File: config.mk
export PLATFORM = sky130hd
export DESIGN_NAME = spi_exe_frame_rx
export DESIGN_NICKNAME = d
export VERILOG_FILES = /design/src/rtl/spi_exe_frame_rx.sv
export SDC_FILE = /design/constraint.sdc
export NUM_CORES = 1
export LEC_CHECK = 0
export ABC_AREA = 1
export CORE_MARGIN = 5
export CORE_UTILIZATION = 35
export CTS_BUF_LIST = sky130_fd_sc_hd__clkbuf_2 sky130_fd_sc_hd__clkbuf_4 sky130_fd_sc_hd__clkbuf_8
export CTS_CLUSTER_SIZE = 14
export DETAILED_ROUTE_END_ITERATION = 10
export MAX_ROUTING_LAYER = met4
export SYNTH_ARGS = -nofsm -noshare
export SYNTH_HDL_FRONTEND = slang
export SYNTH_SLANG_ARGS = --single-unit
export TNS_END_PERCENT = 5
File: constraint.sdc
create_clock -name i_clk -period 2.2 [get_ports i_clk]
set_clock_uncertainty 0.2 [all_clocks]
set_input_delay 0.33 -clock i_clk [delete_from_list [all_inputs] [get_ports i_clk]]
set_output_delay 0.33 -clock i_clk [all_outputs]
set_load 0.01 [all_outputs]
File: src/rtl/spi_exe_frame_rx.sv
// SPI mode-0 slave front end for the exe stage: receives {opcode, argA, argB} per CS window and
// shifts the most recent exe result back out on MISO during the following frame.
module spi_exe_frame_rx #(
    parameter int unsigned M   = 4,
    parameter int unsigned OPW = 8
) (
    input  logic           i_clk,
    input  logic           i_rst_n,
    input  logic           i_sclk,
    input  logic           i_cs_n,
    input  logic           i_mosi,
    output logic           o_miso,
    output logic [OPW-1:0] o_op,
    output logic [M-1:0]   o_argA,
    output logic [M-1:0]   o_argB,
    output logic           o_valid,
    input  logic [M-1:0]   i_result,
    input  logic           i_result_valid,
    output logic           o_frame_err
);

    localparam int unsigned F  = OPW + 2 * M;
    localparam int unsigned CW = $clog2(F + 1);
    localparam logic [CW-1:0] FCNT = CW'(F);

    typedef enum logic [1:0] {
        StIdle,
        StShift,
        StWaitCs
    } state_e;

    // Synchronisers
    logic sclk_s1;
    logic sclk_s2;
    logic sclk_h;
    logic cs_s1;
    logic cs_s2;
    logic cs_h;
    logic mosi_s1;
    logic mosi_s2;
    logic [1:0] sync_v;
    logic armed_q;

    logic sclk_rise;
    logic sclk_fall;
    logic cs_rise;
    logic cs_fall;

    // Frame state
    state_e         state_q;
    state_e         state_d;
    logic [CW-1:0]  cnt_q;
    logic [CW-1:0]  cnt_d;
    logic [CW-1:0]  cnt_inc;
    logic [F-1:0]   rx_q;
    logic [F-1:0]   rx_d;
    logic [F-1:0]   tx_q;
    logic [F-1:0]   tx_d;
    logic [M-1:0]   result_q;
    logic [M-1:0]   result_now;

    // Output registers
    logic [OPW-1:0] op_q;
    logic [OPW-1:0] op_d;
    logic [M-1:0]   arga_q;
    logic [M-1:0]   arga_d;
    logic [M-1:0]   argb_q;
    logic [M-1:0]   argb_d;
    logic           valid_q;
    logic           valid_d;
    logic           err_q;
    logic           err_d;

    always_ff @(posedge i_clk or negedge i_rst_n) begin
        if (!i_rst_n) begin
            sclk_s1 <= 1'b0;
            sclk_s2 <= 1'b0;
            sclk_h  <= 1'b0;
            cs_s1   <= 1'b1;
            cs_s2   <= 1'b1;
            cs_h    <= 1'b1;
            mosi_s1 <= 1'b0;
            mosi_s2 <= 1'b0;
            sync_v  <= 2'b00;
            armed_q <= 1'b0;
        end else begin
            sclk_s1 <= i_sclk;
            sclk_s2 <= sclk_s1;
            sclk_h  <= sclk_s2;
            cs_s1   <= i_cs_n;
            cs_s2   <= cs_s1;
            cs_h    <= cs_s2;
            mosi_s1 <= i_mosi;
            mosi_s2 <= mosi_s1;
            sync_v  <= {sync_v[0], 1'b1};
            // A CS fall only counts once a genuine high has passed through the synchroniser,
            // so a window already open when reset lifts is never mistaken for a new frame.
            if (sync_v[1] && cs_s2) begin
                armed_q <= 1'b1;
            end
        end
    end

    assign sclk_rise = sclk_s2 & ~sclk_h;
    assign sclk_fall = ~sclk_s2 & sclk_h;
    assign cs_rise   = cs_s2 & ~cs_h;
    assign cs_fall   = ~cs_s2 & cs_h;

    assign result_now = i_result_valid ? i_result : result_q;
    assign cnt_inc    = cnt_q + CW'(1);

    always_ff @(posedge i_clk or negedge i_rst_n) begin
        if (!i_rst_n) begin
            result_q <= '0;
        end else if (i_result_valid) begin
            result_q <= i_result;
        end
    end

    always_ff @(posedge i_clk or negedge i_rst_n) begin
        if (!i_rst_n) begin
            state_q <= StIdle;
            cnt_q   <= '0;
            rx_q    <= '0;
            tx_q    <= '0;
            op_q    <= '0;
            arga_q  <= '0;
            argb_q  <= '0;
            valid_q <= 1'b0;
            err_q   <= 1'b0;
        end else begin
            state_q <= state_d;
            cnt_q   <= cnt_d;
            rx_q    <= rx_d;
            tx_q    <= tx_d;
            op_q    <= op_d;
            arga_q  <= arga_d;
            argb_q  <= argb_d;
            valid_q <= valid_d;
            err_q   <= err_d;
        end
    end

    always_comb begin
        state_d = state_q;
        cnt_d   = cnt_q;
        rx_d    = rx_q;
        tx_d    = tx_q;
        op_d    = op_q;
        arga_d  = arga_q;
        argb_d  = argb_q;
        valid_d = 1'b0;
        err_d   = 1'b0;

        case (state_q)
            StIdle: begin
                if (cs_fall && armed_q) begin
                    cnt_d   = '0;
                    tx_d    = {result_now, {(F - M){1'b0}}};
                    state_d = StShift;
                end
            end

            StShift: begin
                if (cnt_q == FCNT) begin
                    op_d    = rx_q[F-1 -: OPW];
                    arga_d  = rx_q[2*M-1 -: M];
                    argb_d  = rx_q[M-1:0];
                    valid_d = 1'b1;
                    // CS may already be high if it rose together with the final bit.
                    state_d = cs_s2 ? StIdle : StWaitCs;
                end else begin
                    if (sclk_rise) begin
                        rx_d  = {rx_q[F-2:0], mosi_s2};
                        cnt_d = cnt_inc;
                    end
                    if (sclk_fall) begin
                        tx_d = {tx_q[F-2:0], 1'b0};
                    end
                    if (cs_rise && !(sclk_rise && (cnt_inc == FCNT))) begin
                        err_d   = 1'b1;
                        state_d = StIdle;
                    end
                end
            end

            StWaitCs: begin
                if (cs_rise) begin
                    state_d = StIdle;
                end
            end

            default: begin
                state_d = StIdle;
            end
        endcase
    end

    assign o_miso      = (state_q == StShift) ? tx_q[F-1] : 1'b0;
    assign o_op        = op_q;
    assign o_argA      = arga_q;
    assign o_argB      = argb_q;
    assign o_valid     = valid_q;
    assign o_frame_err = err_q;

endmodule

**Signal wires on met2**

The bar under the picture is 20 µm long.
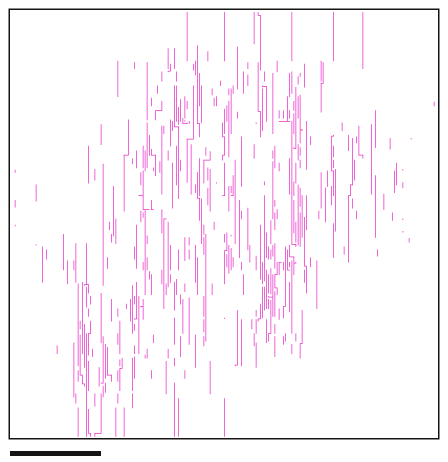
nets with wire on the layer: 238
wire length on this layer: 2040 µm

**Nets reached from selected ports**

The bar under the picture is 20 µm long.
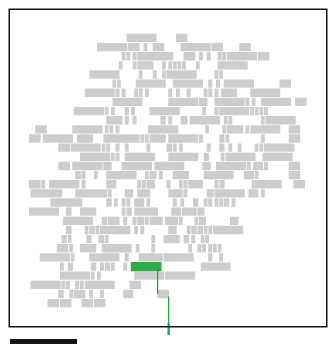
[`o_frame_err`] green | direction: output | end cells: 1 | buffers: 1 | wire: 16.4 µm
# IOs: 29
PortBufs: 28

==> results.cfg <==
; generated from flow reports
[run_status]
status = complete, no violations

[detailed_routing]
drtIter0Drc = 102
drtAntennaViolNets = 0

[hold_path]
hold_class = flip-flop to flip-flop
hp-start = sclk_s1

[yosys]
synth_seq_share_pct = 61.0
ys_sh_adder_pct = 1.52
logic_family = simple AND/OR/NAND/NOR gates
yosysWarningCount = 0

[final_layout]
nNetsFinal = 315
area_growth_pct = 24.3
drive_gt1_share_pct = 13.4
diodes = 0

[grt]
grt_use_met2_pct = 17.9
grt_start_max_net_pins = 23

[power]
p_clk_share_pct = 36.6
swShare_pct = 30.1
pwr-share-comb_pct = 17.5
p_leak_nw = 1.56
p_int_mw = 2.13
power_density_mw_per_mm2 = 994

[critical_path]
cpPeakStageDelay_ps = 380
worstSetupStartpoint = state_q[0]
cpMaxStageDelayCell = dfrtp_1
crit_path_cell_trace = inv_2 -> nor2_4 -> inv_4 -> nor2_1 -> dlygate4sd2_1
worst-setup-path-type = flip-flop to output pin
r2r-start = cnt_q[0]
r2r-end = tx_q[12]

[place]
dp.cells = 386

[clock_network]
clock_latency_ps = 330
cts_root_buf = clkbuf_8
cts_buffers = 9

[flow_run]
cap_viol_max_count = 0
warning_count = 28

[timing]
finalSetupViolations = 0
whs_ps = 148

[die]
fp_util_pct = 36.1
**Placed standard cells**

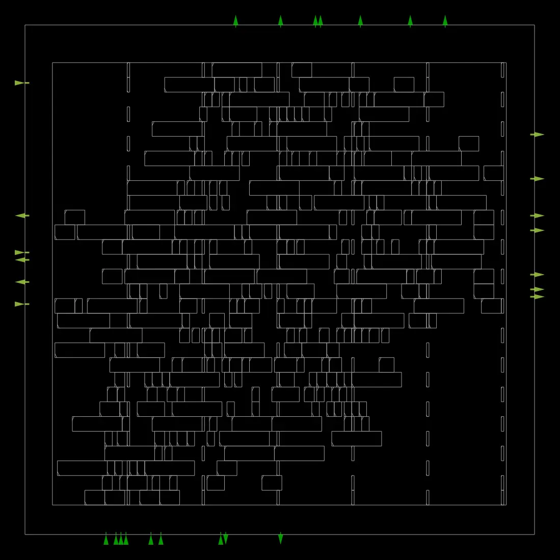
core area: 0.00683 mm²
Seq/total area: 49.0%
Seq Cell Count: 60
Cell Rows: 30

**Signal wires by layer**

Only two layers are drawn.
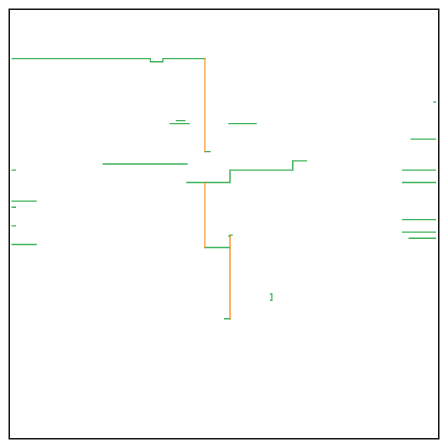
[met4] orange | wire length: 52.9 µm
[met3] green | wire length: 168 µm
routed len/inst: 11.1 µm
Post-Route WL: 4.46 mm
Via Count: 1722
GRT Util Overall: 12.1%

[sequential cells by signal (all words and copies together), names as in the netlist, 2 cells and up]
signal / cells
o_op: 8
state_q: 2
o_argA: 4
cnt_q: 5
o_argB: 4
sync_v: 2
rx_q: 16
tx_q: 4
result_q: 4
[power groups by stage]
stage               clock network, mW  registers (mW)  logic, mW
global route                     1.21            1.43      0.626
global placement                    0            1.41      0.533
floorplan                           0            1.39      0.421
finish                           1.12            1.40      0.533
detailed placement                  0            1.42      0.546
CTS                              1.14            1.40      0.548
[cell type report]
class,count,area share (%)
clock buffer,10,4.48
sequential,60,49.0
timing repair buffer,34,10.5
inverter,22,2.85
multi-input combinational,175,26.4
clock inverter,6,2.81
tap,96,3.91
Power is estimated from default activity; no workload was simulated.
